[src/rtl/event_latch_arb8_if.sv]
// Event-latch arbiter bus: raw event lines in, sticky pending vector and grant handshake out.
// The mask member exists only when EVENT_MASK_EN is defined.
interface event_latch_arb8_if #(
    parameter int WIDTH = 8
);
    localparam int IW = $clog2(WIDTH);

    logic [WIDTH-1:0] in;
    logic [WIDTH-1:0] pending;
    logic             any;
    logic             grant_valid;
    logic [IW-1:0]    grant_idx;
    logic             grant_ack;
`ifdef EVENT_MASK_EN
    logic [WIDTH-1:0] mask;
`endif

    // master: event source / grant consumer; slave: the arbiter block
    modport master (
        output in, grant_ack,
`ifdef EVENT_MASK_EN
        output mask,
`endif
        input  pending, any, grant_valid, grant_idx
    );

    modport slave (
        input  in, grant_ack,
`ifdef EVENT_MASK_EN
        input  mask,
`endif
        output pending, any, grant_valid, grant_idx
    );
endinterface

[src/rtl/event_latch_arb8.sv]
// Sticky event latch with round-robin valid/ack serialisation of pending events.
// Optional EVENT_MASK_EN adds a mask that hides latched bits from any/arbitration.

module event_latch_arb8_lane #(
    parameter int EDGE = 0
) (
    input  logic clk,
    input  logic reset,
    input  logic ev,
    input  logic clr,
    output logic pend
);
    logic ev_q;
    logic s;

    assign s = (EDGE != 0) ? (ev & ~ev_q) : ev;

    // set term is OR'd in after the clear so a same-cycle set wins
    always_ff @(posedge clk) begin
        if (reset) begin
            ev_q <= 1'b0;
            pend <= 1'b0;
        end else begin
            ev_q <= ev;
            pend <= (pend & ~clr) | s;
        end
    end
endmodule

module event_latch_arb8 #(
    parameter int WIDTH = 8,
    parameter int EDGE  = 0
) (
    input logic              clk,
    input logic              reset,
    event_latch_arb8_if.slave bus
);
    localparam int IW = $clog2(WIDTH);

    typedef enum logic {IDLE, GRANT} state_t;

    state_t           state;
    logic [WIDTH-1:0] ev;
    logic [WIDTH-1:0] pending;
    logic [WIDTH-1:0] elig;
    logic [WIDTH-1:0] clr;
    logic [IW-1:0]    ptr;
    logic [IW-1:0]    gidx;
    logic [IW-1:0]    pick;
    logic [IW-1:0]    idx;
    logic [IW:0]      sum;
    logic             gvld;
    logic             found;

    assign ev = bus.in;

    event_latch_arb8_lane #(.EDGE(EDGE)) u_lane [WIDTH-1:0] (
        .clk   (clk),
        .reset (reset),
        .ev    (ev),
        .clr   (clr),
        .pend  (pending)
    );

`ifdef EVENT_MASK_EN
    assign elig = pending & ~bus.mask;
`else
    assign elig = pending;
`endif

    always_comb begin
        clr = '0;
        if (state == GRANT && bus.grant_ack)
            clr[gidx] = 1'b1;
    end

    // first eligible bit scanning ptr, ptr+1, ... modulo WIDTH
    always_comb begin
        found = 1'b0;
        pick  = '0;
        sum   = '0;
        idx   = '0;
        for (int k = 0; k < WIDTH; k++) begin
            sum = {1'b0, ptr} + (IW+1)'(k);
            if (sum >= (IW+1)'(WIDTH))
                sum = sum - (IW+1)'(WIDTH);
            idx = sum[IW-1:0];
            if (!found && elig[idx]) begin
                found = 1'b1;
                pick  = idx;
            end
        end
    end

    always_ff @(posedge clk) begin
        if (reset) begin
            state <= IDLE;
            gvld  <= 1'b0;
            gidx  <= '0;
            ptr   <= '0;
        end else begin
            case (state)
                IDLE: begin
                    if (found) begin
                        gidx  <= pick;
                        gvld  <= 1'b1;
                        state <= GRANT;
                    end
                end
                GRANT: begin
                    if (bus.grant_ack) begin
                        gvld  <= 1'b0;
                        ptr   <= (gidx == IW'(WIDTH-1)) ? '0 : gidx + IW'(1);
                        state <= IDLE;
                    end
                end
                default: state <= IDLE;
            endcase
        end
    end

    assign bus.pending     = pending;
    assign bus.any         = |elig;
    assign bus.grant_valid = gvld;
    assign bus.grant_idx   = gidx;
endmodule

[src/flat_wrapper.sv]
// flat-port wrapper written by rule: the top's interface ports become plain ports
module event_latch_arb8_flat 
#(
    parameter int WIDTH = 8,
    parameter int EDGE  = 0
)
  (clk, reset, bus_in, bus_grant_ack, bus_pending, bus_any, bus_grant_valid, bus_grant_idx);
  event_latch_arb8_if #(.WIDTH(WIDTH)) bus_i ();
  input logic clk;
  input logic reset;
  input wire logic [$bits(bus_i.in)-1:0] bus_in;
  input wire logic [$bits(bus_i.grant_ack)-1:0] bus_grant_ack;
  output wire logic [$bits(bus_i.pending)-1:0] bus_pending;
  output wire logic [$bits(bus_i.any)-1:0] bus_any;
  output wire logic [$bits(bus_i.grant_valid)-1:0] bus_grant_valid;
  output wire logic [$bits(bus_i.grant_idx)-1:0] bus_grant_idx;
  assign bus_i.in = bus_in;
  assign bus_i.grant_ack = bus_grant_ack;
  assign bus_pending = bus_i.pending;
  assign bus_any = bus_i.any;
  assign bus_grant_valid = bus_i.grant_valid;
  assign bus_grant_idx = bus_i.grant_idx;
  event_latch_arb8 #(.WIDTH(WIDTH), .EDGE(EDGE)) u_core (.clk(clk), .reset(reset), .bus(bus_i));
endmodule
[config.mk]
export PLATFORM = sky130hd
export DESIGN_NAME = event_latch_arb8_flat
export DESIGN_NICKNAME = d
export VERILOG_FILES = /design/src/rtl/event_latch_arb8_if.sv /design/src/rtl/event_latch_arb8.sv /design/src/flat_wrapper.sv
export SDC_FILE = /design/constraint.sdc
export NUM_CORES = 1
export LEC_CHECK = 0
export CAP_MARGIN = 20
export CORE_ASPECT_RATIO = 2
export CORE_MARGIN = 4
export CORE_UTILIZATION = 50
export DETAILED_ROUTE_END_ITERATION = 7
export GPL_TIMING_DRIVEN = 0
export PLACE_DENSITY = 0.77
export SYNTH_ARGS = -nofsm -noshare
export SYNTH_HDL_FRONTEND = slang
export SYNTH_HIERARCHICAL = 1
export SYNTH_SLANG_ARGS = --single-unit
export TNS_END_PERCENT = 10
[constraint.sdc]
create_clock -name clk -period 3.2 [get_ports clk]
set_clock_uncertainty 0.2 [all_clocks]
set_input_delay 0.64 -clock clk [delete_from_list [all_inputs] [get_ports clk]]
set_output_delay 0.64 -clock clk [all_outputs]
set_load 0.01 [all_outputs]
Figure 1. Sequential cells grouped by signal name.
Other sequential cells in the stronger gray, the rest of the logic in the fainter gray.
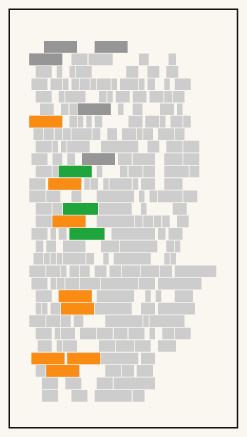
| signal | color | sequential cells |
|---|---|---|
| `u_core/ptr` | green | 3 |
| `u_core/u_lane/pend` | orange | 8 |

Figure 2. Routing congestion map.
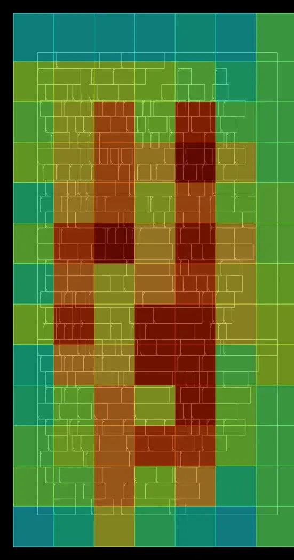
M3 GR Usage: 3.28%
GRT Overall Usage: 22.9%
wire per inst: 19.6 um
grt peak-use layer: met2

Figure 3. Metal 3.
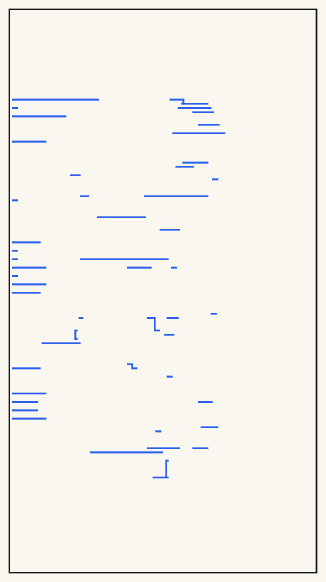
main direction: horizontal
wire length on this layer: 197 um
Routed WL: 4930 um
via count: 1698

Figure 4. Metal layers overlaid.
Only two layers are drawn.
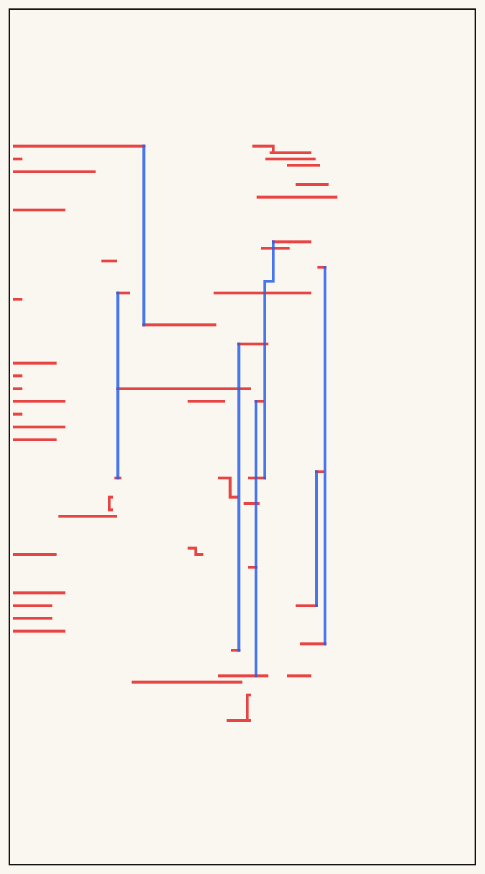
| layer | color | wire length |
|---|---|---|
| metal 4 | blue | 181 um |
| metal 3 | red | 197 um |

Figure 5. I/O pins on the die edge.
Pins as bars across the die edge, other pins in gray.
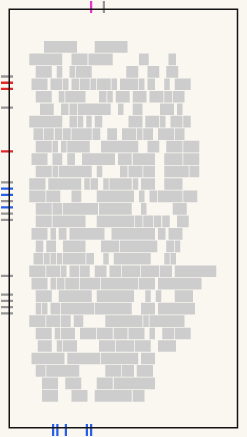
| port | color | pins | direction | edge |
|---|---|---|---|---|
| `bus_grant_idx` | red | 3 | output | left |
| `bus_pending` | blue | 8 | output | 5 bottom, 3 left |
| `bus_any` | magenta | 1 | output | top |
all pins by edge: 17 left, 5 bottom, 2 top
die height: 91.0 um
# port buffers: 23

==> results_slide.txt <==
Synthesis and Place & Route Summary

Layout
  – Design area: 2150 um^2
  – Clock Buffer Count: 4
  – Register area: 323 um^2
  – Non-clock inverter count: 12
  – P&R area growth vs syn: 24.8%
  – Comb area: 1320 um^2
  – Data buffer area share: 16.4%

Setup path
  – Family with the most delay on the worst path: AND-OR/OR-AND gates
  – Slowest stage cell, crit path: mux4_2
  – Buffers and inverters on the worst path: 3

CTS
  – Post-CTS Setup Bufs: 4
  – Clock-pin slew of the registers on the worst-case setup and hold paths: 60 ps
  – CTS buffer count: 3
  – CTS tree: done

Outcome
  – Run status: completed

Floorplanning
  – Site Rows: 29

Global routing
  – Global-route wire length before repair: 8130 um
  – Routing usage on met2: 42.3%
  – Routing usage on met1: 23.6%

Yosys
  – Warnings, synthesis: 6

Route
  – Wire length on met3: 196 um

Timing
  – Final Cycle Share: 97.8%
  – Setup TNS Final: 0 ps
flip-flops by register name (all words and copies together) (netlist names):
signal / count
u_core/u_lane/pend: 8
u_core/bus.grant_valid: 1
u_core/state: 1
u_core/ptr: 3
u_core/bus.grant_idx: 3
metrics by stage:
step	utilization, %	setup WS [ps]
floorplan	-	18.5
global placement	62.1	-230
detailed placement	62.1	-335
CTS	65.4	0.735
global route	66.6	-7.97
finish	66.6	71.3
cell families after synthesis:
family	after synthesis
simple gates	63
compound gates	44
mux	35
buf+inv	23
flops	16
fa+ha+maj	4
xor+xnor	3
power breakdown:
part	leakage [uW]	switching, uW	internal, uW
sequential	0.000134	40.5	218
clock	0.0000288	69.7	109
combinational	0.000630	212	227
No activity file was given, so power comes from the tool's default toggle rates.
